--- src/rtl/clock_pkg.sv ---
// ============================================================================
// Module      : clock_pkg
// Description : Shared field indices, BCD field limits and the packed BCD type
//               used by the time keeping datapath.
// Revision    : 1.0 - initial release
// ============================================================================
`default_nettype none

package clock_pkg;

    typedef logic [7:0] bcd8_t;

    localparam int SEC_IDX = 0;
    localparam int MIN_IDX = 1;
    localparam int HR_IDX  = 2;

    localparam bcd8_t SEC_MAX = 8'h59;
    localparam bcd8_t MIN_MAX = 8'h59;
    localparam bcd8_t HR_MAX  = 8'h23;

endpackage

`default_nettype wire

--- src/rtl/bcd_mod_counter.sv ---
// ============================================================================
// Module      : bcd_mod_counter
// Description : Two-digit packed BCD counter that wraps from MAX to 00 and
//               flags a carry on the increment that wraps.
// Revision    : 1.0 - initial release
// ============================================================================
`default_nettype none

module bcd_mod_counter
    import clock_pkg::*;
#(
    parameter bcd8_t MAX = SEC_MAX
) (
    input  logic       CLK,
    input  logic       RST,
    input  logic       Inc,
    output logic [7:0] Value,
    output logic       Carry
);

    bcd8_t r_value;
    bcd8_t w_next;

    always_comb begin
        w_next = {r_value[7:4], r_value[3:0] + 4'd1};
        if (r_value == MAX) begin
            w_next = 8'h00;
        end else if (r_value[3:0] == 4'd9) begin
            w_next = {r_value[7:4] + 4'd1, 4'h0};
        end
    end

    always_ff @(posedge CLK or negedge RST) begin
        if (!RST) begin
            r_value <= 8'h00;
        end else if (Inc) begin
            r_value <= w_next;
        end
    end

    assign Value = r_value;
    assign Carry = Inc & (r_value == MAX);

endmodule

`default_nettype wire

--- src/rtl/time_keeper.sv ---
// ============================================================================
// Module      : time_keeper
// Description : 24-hour HH:MM:SS keeper with 1 Hz run mode and per-field edit
//               increments. Optional macro BLINK_EN adds a 2 Hz field blanker.
// Revision    : 1.0 - initial release
// ============================================================================
`default_nettype none

module time_keeper
    import clock_pkg::*;
#(
    parameter int CLK_HZ = 25000000
) (
    input  logic       CLK,
    input  logic       RST,
    input  logic       Editing,
    input  logic [2:0] Digit,
    input  logic       IncrementDigit,
    output logic [7:0] Hours,
    output logic [7:0] Minutes,
    output logic [7:0] Seconds,
    output logic       SecondTick,
    output logic [2:0] BlinkMask
);

    localparam int PRESC_W = (CLK_HZ > 2) ? $clog2(CLK_HZ) : 1;
    localparam logic [PRESC_W-1:0] c_presc_last = PRESC_W'(CLK_HZ - 1);

    logic [PRESC_W-1:0] r_presc;
    logic               r_tick;
    logic               w_term;
    logic               w_sec_inc, w_min_inc, w_hr_inc;
    logic               w_sec_carry, w_min_carry;
    logic               w_unused_day_carry;

    assign w_term = !Editing && (r_presc == c_presc_last);

    // Edit mode holds the prescaler at 0 so a fresh full second follows exit.
    always_ff @(posedge CLK or negedge RST) begin
        if (!RST) begin
            r_presc <= '0;
            r_tick  <= 1'b0;
        end else begin
            r_tick <= w_term;
            if (Editing || w_term) begin
                r_presc <= '0;
            end else begin
                r_presc <= r_presc + PRESC_W'(1);
            end
        end
    end

    assign SecondTick = r_tick;

    // Run mode ripples carries between fields; edit mode increments fields independently.
    assign w_sec_inc = Editing ? (IncrementDigit & Digit[SEC_IDX]) : w_term;
    assign w_min_inc = Editing ? (IncrementDigit & Digit[MIN_IDX]) : w_sec_carry;
    assign w_hr_inc  = Editing ? (IncrementDigit & Digit[HR_IDX])  : w_min_carry;

    bcd_mod_counter #(.MAX(SEC_MAX)) u_sec (
        .CLK   (CLK),
        .RST   (RST),
        .Inc   (w_sec_inc),
        .Value (Seconds),
        .Carry (w_sec_carry)
    );

    bcd_mod_counter #(.MAX(MIN_MAX)) u_min (
        .CLK   (CLK),
        .RST   (RST),
        .Inc   (w_min_inc),
        .Value (Minutes),
        .Carry (w_min_carry)
    );

    bcd_mod_counter #(.MAX(HR_MAX)) u_hr (
        .CLK   (CLK),
        .RST   (RST),
        .Inc   (w_hr_inc),
        .Value (Hours),
        .Carry (w_unused_day_carry)
    );

`ifdef BLINK_EN
    localparam int BLINK_DIV = (CLK_HZ / 4 > 1) ? CLK_HZ / 4 : 1;
    localparam int BLINK_W   = $clog2(BLINK_DIV + 1);

    logic [BLINK_W-1:0] r_bcnt;
    logic [BLINK_W-1:0] w_bcnt_nxt;
    logic               r_blink;
    logic               w_blink_nxt;
    logic [2:0]         r_mask;

    // An increment restarts the phase so the edited field shows at once.
    always_comb begin
        w_bcnt_nxt  = r_bcnt + BLINK_W'(1);
        w_blink_nxt = r_blink;
        if (!Editing || IncrementDigit) begin
            w_bcnt_nxt  = '0;
            w_blink_nxt = 1'b0;
        end else if (r_bcnt == BLINK_W'(BLINK_DIV - 1)) begin
            w_bcnt_nxt  = '0;
            w_blink_nxt = ~r_blink;
        end
    end

    always_ff @(posedge CLK or negedge RST) begin
        if (!RST) begin
            r_bcnt  <= '0;
            r_blink <= 1'b0;
            r_mask  <= 3'b000;
        end else begin
            r_bcnt  <= w_bcnt_nxt;
            r_blink <= w_blink_nxt;
            r_mask  <= Editing ? (Digit & {3{w_blink_nxt}}) : 3'b000;
        end
    end

    assign BlinkMask = r_mask;
`else
    assign BlinkMask = 3'b000;
`endif

endmodule

`default_nettype wire

--- config.mk ---
export PLATFORM = sky130hd
export DESIGN_NAME = time_keeper
export DESIGN_NICKNAME = d
export VERILOG_FILES = /design/src/rtl/clock_pkg.sv /design/src/rtl/bcd_mod_counter.sv /design/src/rtl/time_keeper.sv
export SDC_FILE = /design/constraint.sdc
export NUM_CORES = 1
export LEC_CHECK = 0
export ABC_AREA = 0
export CAP_MARGIN = 20
export CORE_ASPECT_RATIO = 0.5
export CORE_UTILIZATION = 51
export DETAILED_ROUTE_END_ITERATION = 8
export PLACE_DENSITY = 0.84
export SETUP_SLACK_MARGIN = 0.5
export SYNTH_ARGS = -nofsm -noshare
export SYNTH_HDL_FRONTEND = slang
export SYNTH_SLANG_ARGS = --single-unit
--- constraint.sdc ---
create_clock -name CLK -period 4.1 [get_ports CLK]
set_input_delay 0.41 -clock CLK [delete_from_list [all_inputs] [get_ports CLK]]
set_output_delay 0.41 -clock CLK [all_outputs]
set_load 0.01 [all_outputs]
**Signal metal coverage by tile**

The bar under the picture is 20 um long. The die is cut into 21 by 11 equal tiles; dark purple is low, yellow is high, scaled to the fullest tile. Values are wire area over tile area, all layers added.
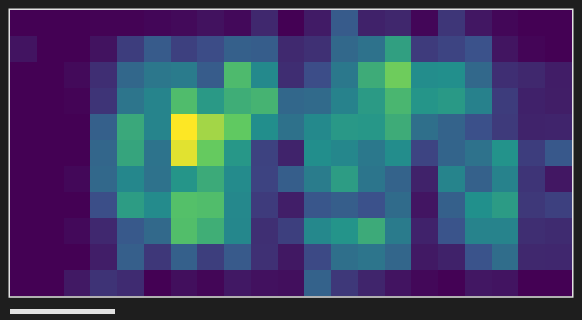
mean over tiles: 0.15
tiles over half the peak: 15%
fullest tile: 0.58
densest ninth of the die: middle

**Signal wires on met3**

The bar under the picture is 20 um long.
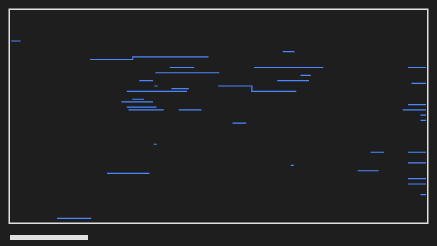
main direction: horizontal
longest straight run: 19.3 um
share of all routed wire: 4.2%

**The clock network**

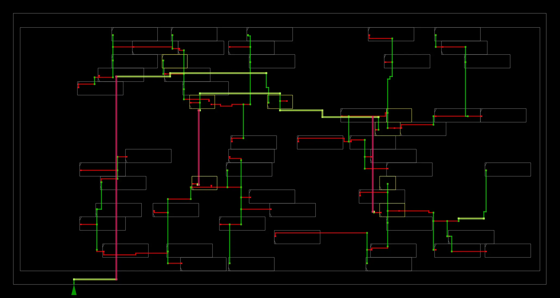
clock buffers: 7
flip-flops: 50

**Signal wires on met2**

The bar under the picture is 20 um long.
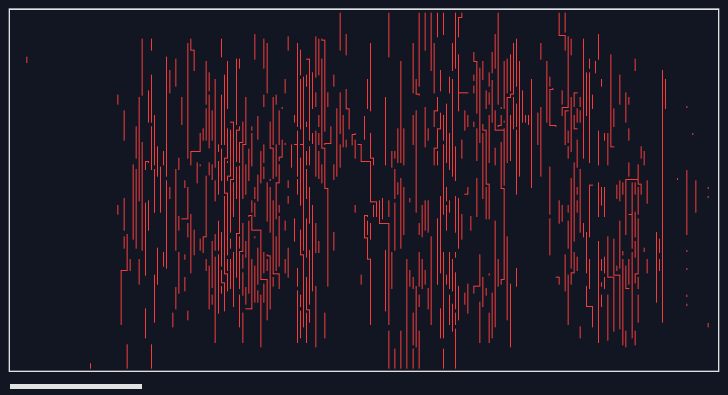
nets with wire on the layer: 292
wire length on this layer: 2690 um
longest straight run: 38.1 um
share of all routed wire: 48%

**M1 wires**

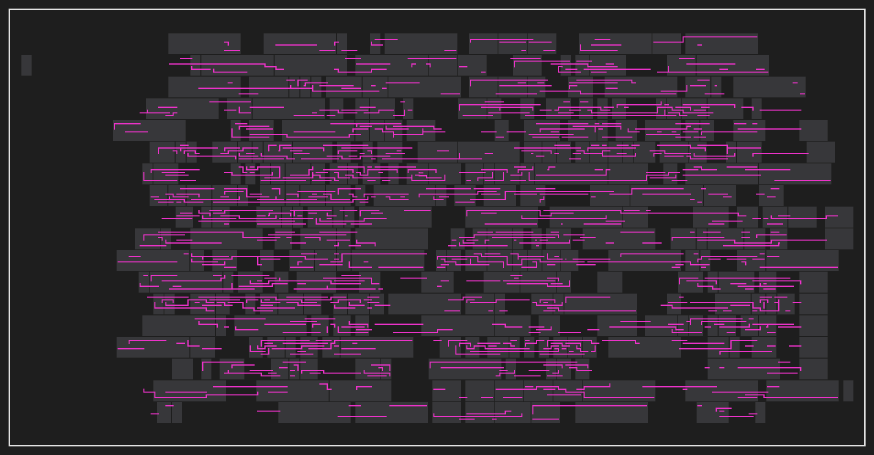
wire length on this layer: 2570 um
longest straight run: 18.9 um

==> flow.log <==
[report] extracting results
[metrics] Max transition margin: 37.7%
[metrics] wl on met1: 2570 um
[metrics] cell area after placement: 0.00318 mm2
[metrics] Syn-to-layout area delta: 16.7%
[metrics] power group with the highest consumption: registers
[metrics] post-synthesis share of cell area spent on and, or, nand and nor gates: 26.0%
[metrics] top routing layer used: met4
[metrics] Residual DRC: 0
[metrics] placeable core region: 0.00511 mm2
[metrics] type of origin of the critical path: register
[metrics] sequential power: 0.740 mW
[metrics] maximum number of pins on one net before global-route repair: 51
[metrics] Arrival @ worst endpoint: 2730 ps
[metrics] most frequently placed logic cells in the final layout: 50 x sky130_fd_sc_hd__dfrtp_1, 36 x sky130_fd_sc_hd__nor2_1, 30 x sky130_fd_sc_hd__clkdlybuf4s50_1
[metrics] final core utilization: 64.3%
[metrics] cell count after synthesis: 290
[metrics] post-synthesis xor/xnor area fraction: 7.16%
[metrics] tool warning count: 32
[metrics] top cell type's share of synthesized area: 44.4%
[metrics] Seq/Total Area, Yosys: 44.4%
[metrics] final wirelength: 5570 um
[metrics] CTS sink cnt: 50
[metrics] Post-CTS Repair Setup Buffers: 0
[metrics] 1st-iter DRT viols: 113
[metrics] post-cts resize count: 0
[metrics] global route total overflow: 0
[metrics] top flip-flop cell by instance count after synthesis: sky130_fd_sc_hd__dfrtp_1
[metrics] RSZ-0062 raised after global routing: false
[metrics] final non-filler cell total: 392
[metrics] fraction of power spent switching nets: 34.9%
[metrics] final count of hold timing violations: 0
[metrics] net switching component of the power: 0.570 mW
[metrics] Clock Pin Slew Worst Setup and Hold Paths: 90 ps
[metrics] Critical R2R Capture: u_min.Value[4]
[metrics] Flop pwr share: 45.3%
[metrics] number of buffers and inverters on the critical path: 0
[metrics] via count of the first global-routing pass: 2076
[metrics] Yosys cell types: 50
[metrics] min Tclk post-route: 2540 ps
[metrics] DP HPWL: 3890 um
[metrics] AND-OR/OR-AND share of the synthesized area: 10.2%
[metrics] startpoint-to-endpoint class of the critical path: reg2reg
[metrics] Post-synth EDFFs: 0
[metrics] CTS tree: built
[metrics] power share of the combinational group: 35.1%
[metrics] total clock buffers created by CTS: 5
[metrics] fp_density: 55.1%
[metrics] share of layout cells above drive strength 1: 6.83%
[metrics] Power Density: 497 mW/mm2
[metrics] outcome: finished, final reports clean
[metrics] largest family of logic cells by area: simple AND/OR/NAND/NOR gates
[metrics] total number of placement rows: 18
[metrics] buffer levels on the longest clock path: 2
[metrics] Worst path slowest cell: sky130_fd_sc_hd__or4_4
[metrics] Ant. Diodes: 0
[metrics] area leader, netlist: sky130_fd_sc_hd__dfrtp_1
[metrics] vias post-DR: 2266
[metrics] Avg Synthesized Cell Area: 9.71 um2
[metrics] adder-cell share of the synthesized area: 5.78%
[metrics] post-detailed-route wirelength per cell: 14.2 um
[metrics] Synth Cell Area: 0.00282 mm2
[metrics] worst clock skew: 7.72 ps
[metrics] die height: 54.5 um
[metrics] mux frac, synth: 2.36%
[metrics] startpoint of the worst setup timing path: u_sec.Value[0]
[metrics] count of synthesis-stage warnings from yosys: 0
[metrics] actual slew at the worst max-slew pin: 934 ps
[metrics] Commonest cells post-synth: 50 x sky130_fd_sc_hd__dfrtp_1, 36 x sky130_fd_sc_hd__nor2_1, 18 x sky130_fd_sc_hd__nand3_1
[metrics] largest delay contributor family on the critical path: simple AND/OR/NAND/NOR gates
[metrics] number of pins exceeding their max-slew limit in the final report: 0
[metrics] Buffers on Ports: 31
[metrics] leading post-synthesis cells by cell area: sky130_fd_sc_hd__dfrtp_1 44%, sky130_fd_sc_hd__ha_1 5.8%, sky130_fd_sc_hd__xor2_1 5.3%, sky130_fd_sc_hd__nor2_1 4.8%, sky130_fd_sc_hd__nand3_1 3.2%
[metrics] met1 demand-to-capacity share in global routing: 25.4%
[metrics] total routing usage reported by global routing: 20.8%
[metrics] final instance area: 0.00329 mm2
[metrics] Latency at later pin: 310 ps
[metrics] MaxCap Viol Count: 0
[metrics] antenna violations before repair: 0
[metrics] slowest stage delay, CP: 510 ps
final cells by class:
class,instances,area (um2)
fill,398,1830
sequential,50,1250
timing repair buffer,33,318
inverter,13,48.8
multi-input combinational,218,1480
tap,70,87.6
clock inverter,1,8.76
clock buffer,7,96.3
worst max path at each step:
stage	to	depth (start not counted)
floorplan	u_min.Value[7]	8
global placement	u_sec.Value[7]	5
detailed placement	u_sec.Value[7]	5
CTS	u_min.Value[4]	6
global route	u_min.Value[4]	6
finish	u_min.Value[4]	6
sequential cells by signal (all words and copies together) (netlist names):
| register | cells |
|---|---|
| r_presc | 25 |
| u_hr.Value | 8 |
| u_min.Value | 8 |
| u_sec.Value | 8 |
| SecondTick | 1 |
Power and IR drop assume default switching activity.
